[config.mk]
export PLATFORM = sky130hd
export DESIGN_NAME = bus_watchdog
export DESIGN_NICKNAME = d
export VERILOG_FILES = /design/src/rtl/bus_watchdog.sv
export SDC_FILE = /design/constraint.sdc
export NUM_CORES = 1
export LEC_CHECK = 0
export CELL_PAD_IN_SITES_DETAIL_PLACEMENT = 1
export CELL_PAD_IN_SITES_GLOBAL_PLACEMENT = 1
export CORE_MARGIN = 2
export CORE_UTILIZATION = 25
export CTS_BUF_LIST = sky130_fd_sc_hd__clkbuf_8
export DETAILED_ROUTE_END_ITERATION = 10
export MAX_ROUTING_LAYER = met4
export PLACE_DENSITY_LB_ADDON = 0.1
export SETUP_SLACK_MARGIN = 0.05
export SYNTH_ARGS = -nofsm -noshare
export SYNTH_HDL_FRONTEND = slang
export SYNTH_SLANG_ARGS = --single-unit
[constraint.sdc]
create_clock -name sysClk -period 1.6 [get_ports sysClk]
set_input_delay 0.24 -clock sysClk [delete_from_list [all_inputs] [get_ports sysClk]]
set_output_delay 0.24 -clock sysClk [all_outputs]
set_load 0.005 [all_outputs]
[src/rtl/bus_watchdog.sv]
// Bus termination merger: ANDs slave DSACK/STERM/BERR onto the CPU bus and
// raises a watchdog BERR when a started cycle stays unterminated too long.
module bus_watchdog #(
    parameter int unsigned TIMEOUT = 64
) (
    input  logic       sysClk,
    input  logic       sysReset,
    input  logic       nAS,
    input  logic       addr31,
    input  logic [2:0] addrSel,
    input  logic       RnW,
    input  logic [1:0] nDsackMem,
    input  logic       nStermMem,
    input  logic       nBerrMem,
    input  logic [1:0] nDsackIo,
    input  logic       nStermIo,
    input  logic       nBerrIo,
    input  logic       faultClear,
    output logic [1:0] nDsack,
    output logic       nSterm,
    output logic       nBerr,
    output logic       timeoutFlag,
    output logic       conflictFlag,
    output logic [4:0] faultInfo,
    output logic [7:0] faultCount
);

    localparam int unsigned CountW = (TIMEOUT > 2) ? $clog2(TIMEOUT) : 1;
    localparam int unsigned CtxW   = 5;
    localparam int unsigned FcntW  = 8;
    localparam logic [CountW-1:0] CountLast = CountW'(TIMEOUT - 1);
    localparam logic [FcntW-1:0]  FcntMax   = '1;

    typedef enum logic [1:0] {
        Idle    = 2'd0,
        Active  = 2'd1,
        WaitNeg = 2'd2,
        Fault   = 2'd3
    } state_t;

    state_t             state;
    state_t             stateNext;
    logic [CountW-1:0]  count;
    logic [CountW-1:0]  countNext;
    logic [CtxW-1:0]    cycleCtx;
    logic               berrWd;
    logic               berrWdNext;
    logic               startCycle;
    logic               faultEvent;
    logic               conflictEvent;
    logic               memTerm;
    logic               ioTerm;
    logic               term;

    // Zero-latency merge keeps the slaves' clock-exact STERM timing intact
    assign nDsack = nDsackMem & nDsackIo;
    assign nSterm = nStermMem & nStermIo;
    assign nBerr  = nBerrMem & nBerrIo & berrWd;

    assign memTerm = ~(&nDsackMem) | ~nStermMem | ~nBerrMem;
    assign ioTerm  = ~(&nDsackIo)  | ~nStermIo  | ~nBerrIo;
    assign term    = memTerm | ioTerm;

    // State register
    always_ff @(posedge sysClk) begin
        if (sysReset) begin
            state <= Idle;
        end else begin
            state <= stateNext;
        end
    end

    // Next-state logic; termination is checked ahead of the timeout compare
    always_comb begin
        stateNext = state;
        unique case (state)
            Idle:    if (!nAS) stateNext = Active;
            Active: begin
                if (nAS)                     stateNext = Idle;
                else if (term)               stateNext = WaitNeg;
                else if (count == CountLast) stateNext = Fault;
                else                         stateNext = Active;
            end
            WaitNeg: if (nAS) stateNext = Idle;
            Fault:   if (nAS) stateNext = Idle;
            default: stateNext = Idle;
        endcase
    end

    // Output/datapath decode for the registered watchdog side
    always_comb begin
        startCycle    = 1'b0;
        faultEvent    = 1'b0;
        conflictEvent = 1'b0;
        countNext     = count;
        berrWdNext    = (stateNext != Fault);
        unique case (state)
            Idle: begin
                if (!nAS) begin
                    startCycle = 1'b1;
                    countNext  = '0;
                end
            end
            Active: begin
                conflictEvent = memTerm & ioTerm;
                if (!nAS && !term) begin
                    if (count == CountLast) faultEvent = 1'b1;
                    else                    countNext  = count + CountW'(1);
                end
            end
            default: ;
        endcase
    end

    // Counter, cycle context and watchdog BERR
    always_ff @(posedge sysClk) begin
        if (sysReset) begin
            count    <= '0;
            cycleCtx <= '0;
            berrWd   <= 1'b1;
        end else begin
            count  <= countNext;
            berrWd <= berrWdNext;
            if (startCycle) cycleCtx <= {addr31, RnW, addrSel};
        end
    end

    // Status capture; a fault or conflict in the clearing clock wins over the clear
    always_ff @(posedge sysClk) begin
        if (sysReset) begin
            timeoutFlag  <= 1'b0;
            conflictFlag <= 1'b0;
            faultInfo    <= '0;
            faultCount   <= '0;
        end else begin
            timeoutFlag  <= faultEvent | (timeoutFlag & ~faultClear);
            conflictFlag <= conflictEvent | (conflictFlag & ~faultClear);
            if (faultEvent) begin
                faultInfo <= cycleCtx;
                if (faultClear)                faultCount <= FcntW'(1);
                else if (faultCount != FcntMax) faultCount <= faultCount + FcntW'(1);
            end else if (faultClear) begin
                faultCount <= '0;
            end
        end
    end

endmodule
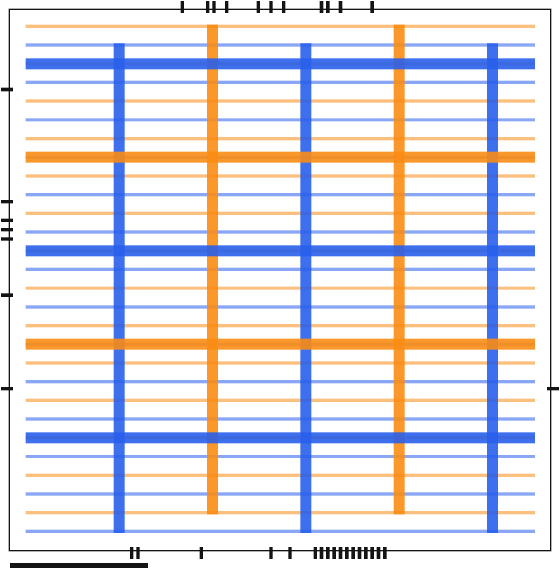
pdn.png
The bar under the picture is 20 um long. Pins as bars on the die edge.
Key: orange = VDD; blue = VSS
28 met1 rails follow the rows. 36 signal pins sit on the boundary. 5 straps on met4.

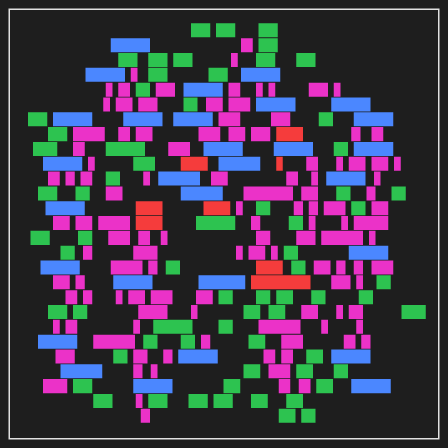
cell_classes.png
Key: red = clock drivers and dummy loads [cells 8, share of their area 5.3%]; green = other buffers and delay cells [cells 67, share of their area 28%]; blue = flops [cells 29, share of their area 27%]; magenta = all other logic [cells 115, share of their area 40%]
final core occ: 42.2%
Finished Cell Area: 2300 um^2

==> area by class of cell <==
cell class | count | area, um^2
Fill cell | 627 | 3140
Multi-Input combinational cell | 111 | 863
Timing Repair Buffer | 67 | 622
Sequential cell | 29 | 589
Tap cell | 72 | 90.1
Clock buffer | 6 | 82.6
Clock inverter | 2 | 33.8
Inverter | 4 | 15.0
==> worst min-delay path, stage by stage <==
cell	delay (ns)
dlymetal6s2s_1	0.15
buf_4	0.16
nor3_1	0.05
==> kinds of logic (layout without fill, tap and decap cells) <==
family,count (synthesis),after routing
xor gates and xnor gates,5,5
AOI/OAI and AO/OA,28,28
muxes,6,6
buffers and inverters,11,79
DFF,29,29
and+or+nand+nor,70,70
adders and majority gates,2,2
==> placed cells by master, fill, tap and decap left out, types with 4 or more instances in the layout <==
cell	instances
a21oi_1	10
a21oi_2	6
and3_1	4
buf_4	28
clkbuf_8	6
clkdlybuf4s50_1	21
dfxtp_1	24
dfxtp_2	4
dlygate4sd2_1	12
inv_1	5
mux2i_1	6
nand2_1	6
nand2_2	4
nand2_4	4
nor2_1	20
xnor2_1	5
==> power by group through the flow <==
stage,Sequential [uW],Clock [uW],Combinational [uW]
after floorplan,756,0,59.5
after global placement,758,0,147
after detailed placement,758,0,151
after CTS,740,820,142
after global routing,743,852,155
final,742,791,143
==> timing repair <==
action                                 4_1_cts  5_1_grt
setup buffers                                2        4
setup endpoints to repair                   19       17
pin swaps                                   11       20
gates resized                               18       27
endpoints found under the hold margin        0        0
==> sequential cells by signal, summed over array words and instances (netlist names) <==
signal and flops:
timeoutFlag 1, count 6, berrWd 1, faultCount 8, faultInfo 5, state 2
conflictFlag 1, cycleCtx 5
==> per-layer routing <==
layer	GRT usage (%)	vias to the layer above	wire, um
met2	26.0	12	2320
met5	-	-	0
met1	16.5	664	1810
met4	4.74	0	21
li1	-	668	-
met3	3.10	2	89
==> path summary, 6_finish.rpt <==
kind	slack, ns	from	depth (start not counted)	endpoint
worst max-delay path	0.009	count[1]	6	faultCount[7]
worst min-delay path	0.37	nAS	3	state[1]
worst max register to register	0.009	count[1]	6	faultCount[7]
worst min register to register	0.46	cycleCtx[2]	2	faultInfo[2]
==> through the flow <==
step / utilization, % / instances / setup TNS, ns
finish: 42.2 / 291 / 0
global route: 42.2 / 291 / -0.231
CTS: 39.7 / 287 / 0
detailed placement: 37.1 / 277 / -4.90
global placement: 37.1 / 277 / -4.48
floorplan: - / 151 / 0
==> impl_metrics.tcl <==
# yosys + openroad results
set metrics [dict create \
    status "finished clean" \
    cp-end-kind "flip-flop" \
    p_seq_share_pct 44.3 \
    cp_top_family "simple AND/OR/NAND/NOR gates" \
    num_io_pins 36 \
    fp_nets 170 \
    gp_congestion 0.766 \
    fin_crit_sh_pct 99.4 \
    diodes 0 \
    cts_root_buf "clkbuf_8" \
    finalPower_uw 1680 \
    max-cap-violations 0 \
    tightestPinTransition_ns 0.327 \
    cts_tree "done" \
    path_clk_slew_ns 0.06 \
    ys_sh_simple_pct 31.5 \
    slew_headroom_pct 77.9 \
    slew_violations 0 \
    cp_slowest_stage_delay_ns 0.37 \
    ys.warnings.count 0 \
]
Power figures rest on the tool's default switching activity, not on a simulated workload.
